## src/rtl/trivium_seq_if.sv

```systemverilog
// Keystream word stream between the Trivium sequencer and its consumer.
// The master drives word/valid; the slave answers with ready.
interface trivium_seq_if #(
    parameter int unsigned WIDTH = 8
) ();
    logic [WIDTH-1:0] ks_word;
    logic             ks_valid;
    logic             ks_ready;

    modport master (output ks_word, output ks_valid, input ks_ready);
    modport slave  (input ks_word, input ks_valid, output ks_ready);
endinterface

```

## src/rtl/trivium_seq.sv

```systemverilog
// Trivium keystream sequencer: load strobe, discarded warm-up rounds, then LSB-first
// packing of keystream bits into words, with the core frozen while a word is pending.
module trivium_seq #(
    parameter int unsigned WARMUP = 1152,
    parameter int unsigned WIDTH  = 8,
    parameter int unsigned LENW   = 16
) (
    input  logic                clk_i,
    input  logic                rst_ni,
    input  logic                start_i,
    input  logic                stop_i,
    input  logic [LENW-1:0]     len_i,
    output logic                core_load_o,
    output logic                core_step_o,
    input  logic                core_ks_i,
    trivium_seq_if.master       ks_if,
    output logic                busy_o,
    output logic                warmed_o,
    output logic                done_o
);

    localparam int unsigned WarmW = (WARMUP > 1) ? $clog2(WARMUP) : 1;
    localparam int unsigned BitW  = $clog2(WIDTH);

    typedef enum logic [2:0] {StIdle, StLoad, StWarm, StFill, StHold} state_e;

    state_e           state_q, state_d;
    logic [LENW-1:0]  len_q, len_d;
    logic [LENW-1:0]  wcnt_q, wcnt_d;
    logic [WarmW-1:0] warm_q, warm_d;
    logic [BitW-1:0]  bit_q, bit_d;
    logic [WIDTH-1:0] sh_q, sh_d;
    logic [WIDTH-1:0] word_q, word_d;
    logic             done_q, done_d;

    always_comb begin
        state_d = state_q;
        len_d   = len_q;
        wcnt_d  = wcnt_q;
        warm_d  = warm_q;
        bit_d   = bit_q;
        sh_d    = sh_q;
        word_d  = word_q;
        done_d  = 1'b0;
        unique case (state_q)
            StIdle: begin
                if (start_i && !stop_i) begin
                    state_d = StLoad;
                    len_d   = len_i;
                    wcnt_d  = '0;
                end
            end
            StLoad: begin
                if (stop_i) begin
                    state_d = StIdle;
                end else begin
                    state_d = StWarm;
                    warm_d  = '0;
                end
            end
            StWarm: begin
                if (stop_i) begin
                    state_d = StIdle;
                end else begin
                    warm_d = warm_q + WarmW'(1);
                    if (warm_q == WarmW'(WARMUP - 1)) begin
                        state_d = StFill;
                        bit_d   = '0;
                    end
                end
            end
            StFill: begin
                if (stop_i) begin
                    state_d = StIdle;
                end else begin
                    // Right shift puts the first bit of the word at bit 0.
                    sh_d  = {core_ks_i, sh_q[WIDTH-1:1]};
                    bit_d = bit_q + BitW'(1);
                    if (bit_q == BitW'(WIDTH - 1)) begin
                        word_d  = sh_d;
                        state_d = StHold;
                    end
                end
            end
            StHold: begin
                // stop wins over a same-cycle handshake: that word is not counted.
                if (stop_i) begin
                    state_d = StIdle;
                end else if (ks_if.ks_ready) begin
                    wcnt_d = wcnt_q + LENW'(1);
                    if (len_q != '0 && wcnt_d == len_q) begin
                        state_d = StIdle;
                        done_d  = 1'b1;
                    end else begin
                        state_d = StFill;
                        bit_d   = '0;
                    end
                end
            end
            default: state_d = StIdle;
        endcase
    end

    always_ff @(posedge clk_i or negedge rst_ni) begin
        if (!rst_ni) begin
            state_q <= StIdle;
            len_q   <= '0;
            wcnt_q  <= '0;
            warm_q  <= '0;
            bit_q   <= '0;
            sh_q    <= '0;
            word_q  <= '0;
            done_q  <= 1'b0;
        end else begin
            state_q <= state_d;
            len_q   <= len_d;
            wcnt_q  <= wcnt_d;
            warm_q  <= warm_d;
            bit_q   <= bit_d;
            sh_q    <= sh_d;
            word_q  <= word_d;
            done_q  <= done_d;
        end
    end

    assign core_load_o    = (state_q == StLoad);
    assign core_step_o    = (state_q == StWarm) || (state_q == StFill);
    assign ks_if.ks_valid = (state_q == StHold);
    assign ks_if.ks_word  = word_q;
    assign busy_o         = (state_q != StIdle);
    assign warmed_o       = (state_q == StFill) || (state_q == StHold);
    assign done_o         = done_q;

endmodule

```

## src/flat_wrapper.sv

```systemverilog
// flat-port wrapper written by rule: the top's interface ports become plain ports
module trivium_seq_flat 
#(
    parameter int unsigned WARMUP = 1152,
    parameter int unsigned WIDTH  = 8,
    parameter int unsigned LENW   = 16
)
  (clk_i, rst_ni, start_i, stop_i, len_i, core_load_o, core_step_o, core_ks_i, busy_o, warmed_o, done_o, ks_if_ks_word, ks_if_ks_valid, ks_if_ks_ready);
  trivium_seq_if #(.WIDTH(WIDTH)) ks_if_i ();
  input  logic clk_i;
  input  logic rst_ni;
  input  logic start_i;
  input  logic stop_i;
  input  logic [LENW-1:0] len_i;
  output logic core_load_o;
  output logic core_step_o;
  input  logic core_ks_i;
  output logic busy_o;
  output logic warmed_o;
  output logic done_o;
  output wire logic [$bits(ks_if_i.ks_word)-1:0] ks_if_ks_word;
  output wire logic [$bits(ks_if_i.ks_valid)-1:0] ks_if_ks_valid;
  input wire logic [$bits(ks_if_i.ks_ready)-1:0] ks_if_ks_ready;
  assign ks_if_ks_word = ks_if_i.ks_word;
  assign ks_if_ks_valid = ks_if_i.ks_valid;
  assign ks_if_i.ks_ready = ks_if_ks_ready;
  trivium_seq #(.WARMUP(WARMUP), .WIDTH(WIDTH), .LENW(LENW)) u_core (.clk_i(clk_i), .rst_ni(rst_ni), .start_i(start_i), .stop_i(stop_i), .len_i(len_i), .core_load_o(core_load_o), .core_step_o(core_step_o), .core_ks_i(core_ks_i), .ks_if(ks_if_i), .busy_o(busy_o), .warmed_o(warmed_o), .done_o(done_o));
endmodule
```

## config.mk

```make
export PLATFORM = sky130hd
export DESIGN_NAME = trivium_seq_flat
export DESIGN_NICKNAME = d
export VERILOG_FILES = /design/src/rtl/trivium_seq_if.sv /design/src/rtl/trivium_seq.sv /design/src/flat_wrapper.sv
export SDC_FILE = /design/constraint.sdc
export NUM_CORES = 1
export LEC_CHECK = 0
export CORE_AREA = 2 2 97 99
export DETAILED_ROUTE_END_ITERATION = 6
export DIE_AREA = 0 0 99 101
export HOLD_SLACK_MARGIN = 0.1
export SYNTH_ARGS = -nofsm -noshare
export SYNTH_HDL_FRONTEND = slang
export SYNTH_SLANG_ARGS = --single-unit
```

## constraint.sdc

```tcl
create_clock -name clk_i -period 2.7 [get_ports clk_i]
set_clock_uncertainty 0.15 [all_clocks]
set_input_delay 0.54 -clock clk_i [delete_from_list [all_inputs] [get_ports clk_i]]
set_output_delay 0.54 -clock clk_i [all_outputs]
set_load 0.1 [all_outputs]
```

==> report_table.html <==
<h3>Flow metrics</h3>
<table>
<tr><th>Metric</th><th>Value</th></tr>
<tr><th colspan="2">Job</th></tr>
<tr><td>Maxcap violations</td><td>0</td></tr>
<tr><th colspan="2">Placed design</th></tr>
<tr><td>Routability Congestion</td><td>0.838</td></tr>
<tr><th colspan="2">Outcome</th></tr>
<tr><td>Outcome</td><td>finished clean</td></tr>
<tr><th colspan="2">Cells and area</th></tr>
<tr><td>Fraction of area in clock buffers and inverters</td><td>4.92%</td></tr>
<tr><td>Area growth from synthesis to layout</td><td>20.9%</td></tr>
<tr><td>Most common cell after layout, fill and taps aside</td><td>dfrtp_1</td></tr>
<tr><td>ANT cells</td><td>0</td></tr>
<tr><th colspan="2">Power and ir drop</th></tr>
<tr><td>Proportion of power drawn by the clock network</td><td>24.3%</td></tr>
<tr><td>Net switching power</td><td>1.35 mW</td></tr>
<tr><th colspan="2">Synth</th></tr>
<tr><td>Area fraction in mux cells</td><td>10.5%</td></tr>
<tr><td>Cell accounting for the most synthesized area</td><td>dfrtp_1</td></tr>
<tr><td>Simple-gate area share of the yosys netlist</td><td>20.2%</td></tr>
<tr><td>XOR-XNOR Cells, Area Fraction</td><td>6.90%</td></tr>
<tr><th colspan="2">CTS</th></tr>
<tr><td>Clock tree from TritonCTS</td><td>built</td></tr>
<tr><td>Level count of the clock H-tree</td><td>3</td></tr>
<tr><td>CTS Buf Count</td><td>9</td></tr>
<tr><th colspan="2">Floorplanning</th></tr>
<tr><td>Die boundary width</td><td>99 um</td></tr>
<tr><th colspan="2">Setup path</th></tr>
<tr><td>Kind of launch point of the worst setup path</td><td>register</td></tr>
<tr><th colspan="2">Route</th></tr>
<tr><td>Average via count per standard cell</td><td>5.26</td></tr>
<tr><td>Post-detailed-route wirelength per cell</td><td>14.2 um</td></tr>
<tr><td>Number of routed nets with antenna violations</td><td>0</td></tr>
<tr><th colspan="2">Timing</th></tr>
<tr><td>Final-report setup violation count</td><td>0</td></tr>
</table>
sequential cells by signal, summed over array words and instances, names as in the netlist:
signal and flops:
u_core.bit_q 3, u_core.done_o 1, u_core.ks_if.ks_word 8, u_core.len_q 16, u_core.sh_q 7, u_core.state_q 3
u_core.warm_q 11, u_core.wcnt_q 16
metal layers:
metal  up-vias  wire (um)
li1       1296          -
met1      1251       3400
met4         0         92
met2        45       3210
met5         -          0
met3         7        287
how the worst max path moves through the flow:
stage	end	depth (start not counted)	slack, ns	from
6_report	u_core.bit_q[0]$_DFFE_PN0P_	8	0.17	u_core.wcnt_q[0]$_DFFE_PN0P_
5_1_grt	u_core.bit_q[0]$_DFFE_PN0P_	8	0.002	u_core.wcnt_q[0]$_DFFE_PN0P_
4_1_cts	u_core.bit_q[0]$_DFFE_PN0P_	8	0.09	u_core.wcnt_q[0]$_DFFE_PN0P_
3_5_place_dp	u_core.bit_q[0]$_DFFE_PN0P_	8	0.10	u_core.wcnt_q[0]$_DFFE_PN0P_
3_3_place_gp	u_core.bit_q[0]$_DFFE_PN0P_	8	0.22	u_core.wcnt_q[0]$_DFFE_PN0P_
2_1_floorplan	core_load_o	2	0.14	u_core.state_q[0]$_DFFE_PN0P_
through the flow:
stage | instances | hold WS, ns | utilization [%] | area [um^2] | setup slack (ns)
after floorplan | 338 | 0.0944 | - | 3440 | 0.137
after global routing | 494 | 0.368 | 46.2 | 4150 | 0.00169
after CTS | 494 | 0.325 | 46.2 | 4140 | 0.0939
after global placement | 477 | 0.316 | 43.8 | 3930 | 0.220
final | 494 | 0.323 | 46.2 | 4150 | 0.174
after detailed placement | 477 | 0.309 | 43.8 | 3930 | 0.103
### Sequential cells colored by netlist name

The bar under the picture is 20 um long. Other sequential cells in the stronger gray, the rest of the logic in the fainter gray.
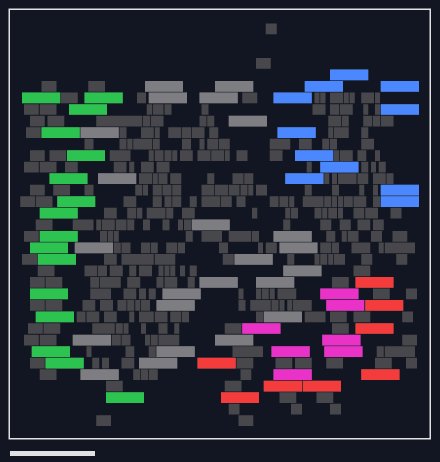
Key: u_core.warm_q = blue [sequential cells 11]; u_core.len_q = green [sequential cells 16]; u_core.ks_if.ks_word = red [sequential cells 8, where bottom right]; u_core.sh_q = magenta [sequential cells 7, where bottom right]

### Metal layers overlaid

The bar under the picture is 20 um long.
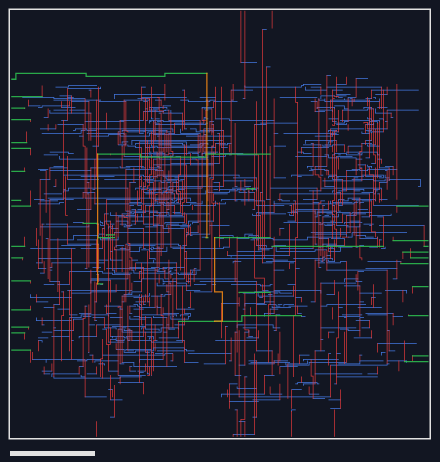
Key: metal 1 = blue [wire length 3,400 um]; metal 2 = red [wire length 3,210 um]; metal 3 = green [wire length 287 um]; metal 4 = orange [wire length 92.8 um]

### Sizing map

The bar under the picture is 20 um long.
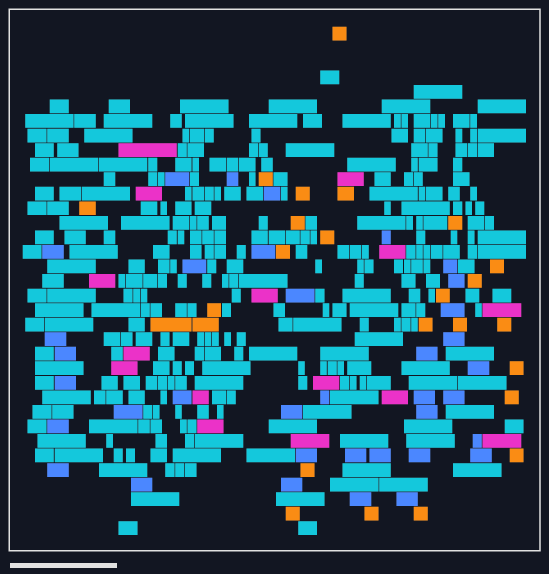
Key: _0 and _1 cells = cyan [cells 307, share 80%]; _2 cells = blue [cells 36, share 9.4%]; _6 and larger = magenta [cells 15, share 3.9%]; _3 and _4 cells = orange [cells 25, share 6.5%]

### Port wiring

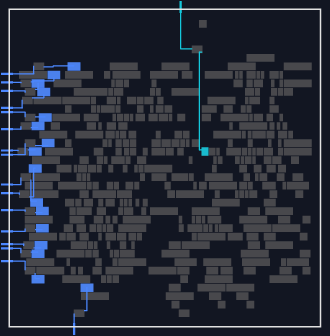
Key: start_i = cyan [bits 1, direction input, edge top, end cells 1, buffers 1, wire 49.0 um]; len_i = blue [bits 16, direction input, edge 15 left, 1 bottom, end cells 16, buffers 16, wire 160 um]

### The clock network

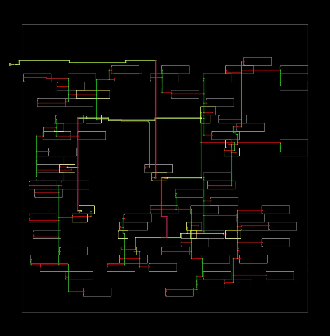
clk sinks: 65
reported clock group power: 0.848 mW

Power figures rest on the tool's default switching activity, not on a simulated workload.
